### Track usage over the die

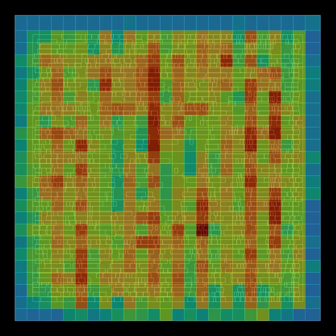
### Routed metal per tile

35 x 35 tiles, from white (low) to dark blue (high), scaled to the fullest tile. Values are wire area over tile area, all layers added.
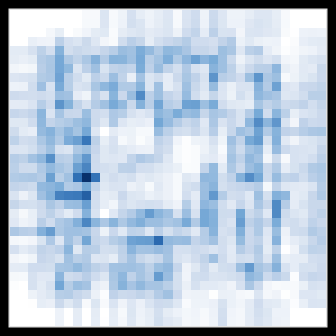
### Signal wires on met1

Bar = 50 um. Cells faint in the background.
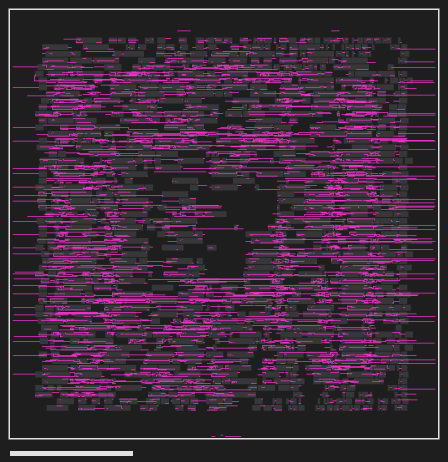
### Layout detail

Bar = 5 um. Region (121, 121) to (141, 141) um. Cells in grey, sequential cells in the stronger grey; small squares are vias.
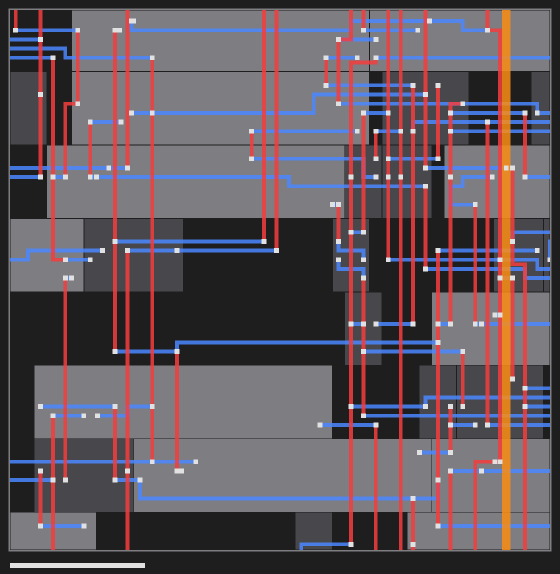
$ cat src/rtl/if_id_stage.sv
// if_id_stage: fetch/decode boundary with a 2-entry skid FIFO and registered
// ARM pre-decode fields. The optional performance counters are built when
// IF_ID_PERF_EN is defined. Without it, both perf ports read zero and no
// counter flops exist.
module if_id_stage #(
    parameter int unsigned     ADDR_W   = 32,
    parameter int unsigned     INST_W   = 32,
    parameter logic [INST_W-1:0] NOP_INST = 32'hE1A00000
) (
    input  logic              clk,
    input  logic              reset,
    input  logic              flush,
    input  logic              in_valid,
    output logic              in_ready,
    input  logic [ADDR_W-1:0] in_pc,
    input  logic [ADDR_W-1:0] in_pcplus4,
    input  logic [INST_W-1:0] in_inst,
    output logic              out_valid,
    input  logic              out_ready,
    output logic [ADDR_W-1:0] out_pc,
    output logic [ADDR_W-1:0] out_pcplus4,
    output logic [INST_W-1:0] out_inst,
    output logic [3:0]        out_cond,
    output logic [1:0]        out_op,
    output logic [5:0]        out_funct,
    output logic [3:0]        out_rn,
    output logic [3:0]        out_rd,
    output logic              out_cond_al,
    output logic [31:0]       perf_stall_cnt,
    output logic [31:0]       perf_flush_cnt
);

    localparam int unsigned DEPTH = 2;
    localparam int unsigned CNT_W = 2;

    // Storage and pointer state
    logic [ADDR_W-1:0] mem_pc     [DEPTH];
    logic [ADDR_W-1:0] mem_pcplus4[DEPTH];
    logic [INST_W-1:0] mem_inst   [DEPTH];
    logic              head_q, tail_q;
    logic [CNT_W-1:0]  count_q;

    // Next-state signals
    logic              push, pop;
    logic              head_n, tail_n;
    logic [CNT_W-1:0]  count_n;
    logic              valid_n;
    logic [ADDR_W-1:0] pc_n, pcplus4_n;
    logic [INST_W-1:0] inst_n;

    // Handshake decode and pointer/count update; the head entry after the edge
    // may be the word written this cycle, so it is forwarded from the inputs.
    always_comb begin
        push      = 1'b0;
        pop       = 1'b0;
        head_n    = head_q;
        tail_n    = tail_q;
        count_n   = count_q;
        valid_n   = 1'b0;
        pc_n      = out_pc;
        pcplus4_n = out_pcplus4;
        inst_n    = NOP_INST;

        push = in_valid && (count_q != CNT_W'(DEPTH)) && !flush;
        pop  = (count_q != CNT_W'(0)) && out_ready && !flush;

        if (flush) begin
            head_n  = 1'b0;
            tail_n  = 1'b0;
            count_n = '0;
        end else begin
            head_n  = pop  ? ~head_q : head_q;
            tail_n  = push ? ~tail_q : tail_q;
            count_n = count_q + CNT_W'(push) - CNT_W'(pop);
        end

        valid_n = (count_n != CNT_W'(0));
        if (valid_n) begin
            if (push && (tail_q == head_n)) begin
                pc_n      = in_pc;
                pcplus4_n = in_pcplus4;
                inst_n    = in_inst;
            end else begin
                pc_n      = mem_pc[head_n];
                pcplus4_n = mem_pcplus4[head_n];
                inst_n    = mem_inst[head_n];
            end
        end
    end

    // FIFO storage write; contents need no reset since count gates visibility
    always_ff @(posedge clk) begin
        if (push) begin
            mem_pc[tail_q]      <= in_pc;
            mem_pcplus4[tail_q] <= in_pcplus4;
            mem_inst[tail_q]    <= in_inst;
        end
    end

    // Pointer, count and registered output update
    always_ff @(posedge clk) begin
        if (!reset) begin
            head_q      <= 1'b0;
            tail_q      <= 1'b0;
            count_q     <= '0;
            in_ready    <= 1'b1;
            out_valid   <= 1'b0;
            out_pc      <= '0;
            out_pcplus4 <= '0;
            out_inst    <= NOP_INST;
            out_cond    <= NOP_INST[31:28];
            out_op      <= NOP_INST[27:26];
            out_funct   <= NOP_INST[25:20];
            out_rn      <= NOP_INST[19:16];
            out_rd      <= NOP_INST[15:12];
            out_cond_al <= (NOP_INST[31:28] == 4'hE);
        end else begin
            head_q      <= head_n;
            tail_q      <= tail_n;
            count_q     <= count_n;
            in_ready    <= (count_n != CNT_W'(DEPTH));
            out_valid   <= valid_n;
            out_pc      <= pc_n;
            out_pcplus4 <= pcplus4_n;
            out_inst    <= inst_n;
            out_cond    <= inst_n[31:28];
            out_op      <= inst_n[27:26];
            out_funct   <= inst_n[25:20];
            out_rn      <= inst_n[19:16];
            out_rd      <= inst_n[15:12];
            out_cond_al <= (inst_n[31:28] == 4'hE);
        end
    end

`ifdef IF_ID_PERF_EN
    // Saturating stall and flush event counters
    always_ff @(posedge clk) begin
        if (!reset) begin
            perf_stall_cnt <= '0;
            perf_flush_cnt <= '0;
        end else begin
            if (in_valid && !in_ready && !flush && (perf_stall_cnt != 32'hFFFF_FFFF))
                perf_stall_cnt <= perf_stall_cnt + 32'd1;
            if (flush && (perf_flush_cnt != 32'hFFFF_FFFF))
                perf_flush_cnt <= perf_flush_cnt + 32'd1;
        end
    end
`else
    assign perf_stall_cnt = '0;
    assign perf_flush_cnt = '0;
`endif

endmodule
$ cat config.mk
export PLATFORM = sky130hd
export DESIGN_NAME = if_id_stage
export DESIGN_NICKNAME = d
export VERILOG_FILES = /design/src/rtl/if_id_stage.sv
export SDC_FILE = /design/constraint.sdc
export NUM_CORES = 1
export LEC_CHECK = 0
export CORE_MARGIN = 10
export CORE_UTILIZATION = 50
export CTS_CLUSTER_DIAMETER = 50
export DETAILED_ROUTE_END_ITERATION = 10
export GPL_TIMING_DRIVEN = 0
export PLACE_DENSITY_LB_ADDON = 0.15
export SYNTH_ARGS = -nofsm -noshare
export SYNTH_HDL_FRONTEND = slang
export SYNTH_SLANG_ARGS = --single-unit
$ cat constraint.sdc
create_clock -name clk -period 7.7 [get_ports clk]
set_input_delay 0.77 -clock clk [delete_from_list [all_inputs] [get_ports clk]]
set_output_delay 0.77 -clock clk [all_outputs]
set_load 0.05 [all_outputs]
==> impl_metrics.json <==
{
  "run_status": "complete, no violations",
  "clock-sinks": 295,
  "hpwl_um": 20700,
  "power_leakage_nw": 6.11,
  "finalCritPeriodShare_pct": 58.3,
  "synthTopCellsByArea": "edfxtp_1 (48%), dfxtp_1 (17%), a32o_1 (5.6%), buf_4 (5.5%), mux2i_1 (5.4%)",
  "initial_utilization_pct": 50.7,
  "skew_ns": 0.0229,
  "final_layout_top_logic_cell": "clkdlybuf4s50_1",
  "num-fill-cells": 1735,
  "drive_gt1_share_pct": 15.3,
  "warning_count": 26,
  "holdPathStages": 1,
  "lay_top_cells": "clkdlybuf4s50_1 (219), edfxtp_1 (192), dfxtp_1 (103), buf_4 (87), a32o_1 (67)",
  "required_ns": 8.14,
  "finalHoldViolCount": 0,
  "final_cells": 1542,
  "final-comb-area_um2": 3290,
  "synthFlopType": "edfxtp_1",
  "cts_buffer_depth": 3,
  "rsz0062_at_grt": "false",
  "switching_share_pct": 25.2,
  "wl_met1_um": 12200,
  "grt_start_max_net_pins": 52,
  "num-nonclk-inverters": 4,
  "top_cells_by_count": "edfxtp_1 (192), dfxtp_1 (103), buf_4 (87)",
  "ys_chip_area_um2": 11900,
  "nNonClkBuffers": 378,
  "maxPowerGroup": "sequential cells",
  "dr.pass1.iters": 5,
  "overflow": 0,
  "diodes": 1,
  "synthMuxAreaShare_pct": 5.67,
  "clk_latency_ns": 0.51,
  "pg_comb_w": 0.000544,
  "p_int_w": 0.00291,
  "reg2reg_slack_ns": 3.64,
  "simple_gate_area_share_pct": 7.60,
  "hold_end": "out_pc[11]",
  "async_reset_ff_share_pct": 0,
  "p_clk_share_pct": 40.5,
  "grt_pass1_wl_um": 47200,
  "fmax_ghz": 0.223,
  "clock_net_power_w": 0.00158,
  "ios": 284,
  "largest_class": "sequential cells",
  "drc_errors": 0,
  "critPathMaxFanout": 10,
  "cts_tree": "yes",
  "highest_layer": "met5",
  "bufAreaShareNonClock_pct": 20.7,
  "postSynthCellCount": 876,
  "worst_slew_pin_slew_ns": 0.788,
  "grt_antenna_before_repair": 3,
  "synthAoiAreaFrac_pct": 11.5,
  "cts_setup_buffers": 0,
  "path_class": "input port to flop",
  "post-place-cells": 1481,
  "setup_viol": 0,
  "final-clk-cell-share_pct": 7.00,
  "reg2reg_depth": 17,
  "area_growth_pct": 34.1,
  "start_kind": "input port",
  "synth_area_um2": 11900,
  "critPathCapture": "out_pc[31]",
  "comb_cells": 485,
  "yosysWarnings": 0,
  "startpoint": "flush",
  "flop_area_um2": 7830,
  "r2r-end": "out_pc[31]",
  "port_buffers": 219,
  "tns_ns": 0,
  "cts.clk_slew.worst_paths_ns": 0.06,
  "coreArea_um2": 23500,
  "peakVddDrop_mv": 0.198,
  "pre_cts_ws_ns": 2.65,
  "fp-row-count": 56,
  "cts_resized": 0
}
About 'Track usage over the die':
All-Layer GR Usage: 19.2%
average wire per standard cell: 19.5 um

About 'Routed metal per tile':
nearly empty tiles = 6.2%
densest ninth of the die = left middle
mean over tiles = 0.16
tiles over half the peak = 4.7%
fullest tile = 0.71
WL final: 30100 um
DR vias: 8165

About 'Signal wires on met1':
nets with wire on the layer = 1178
wire length on this layer = 12200 um
longest straight run = 42.3 um
main direction = horizontal
Global Route met1 Usage: 23.4%

About 'Layout detail':
red -> M2
orange -> M4
blue -> M1
cells with their middle in the window = 17
sequential cells in the window = 6
netlist names of flops here include = mem_inst (6)
most frequent = edfxtp_1 (6), nand2_1 (5)

==> state kept, by name, indices dropped and copies added (netlist names) <==
name         cells
out_cond_al      1
out_pc          32
mem_pcplus4     64
mem_pc          64
out_pcplus4     32
out_inst        32
in_ready         1
count_q          2
out_valid        1
tail_q           1
head_q           1
mem_inst        64
==> critical path, cell delays in order <==
cell and delay (ns):
clkdlybuf4s50_1 0.57, nor3b_4 0.41, inv_2 0.13, buf_6 0.18, buf_6 0.15, buf_6 0.15, buf_2 0.20, ha_1 0.30
inv_1 0.04, ha_1 0.18, xor2_1 0.15, xnor2_1 0.19, and2_1 0.18, o21a_1 0.10, buf_1 0.51, clkbuf_1 0.49
a32o_1 0.20
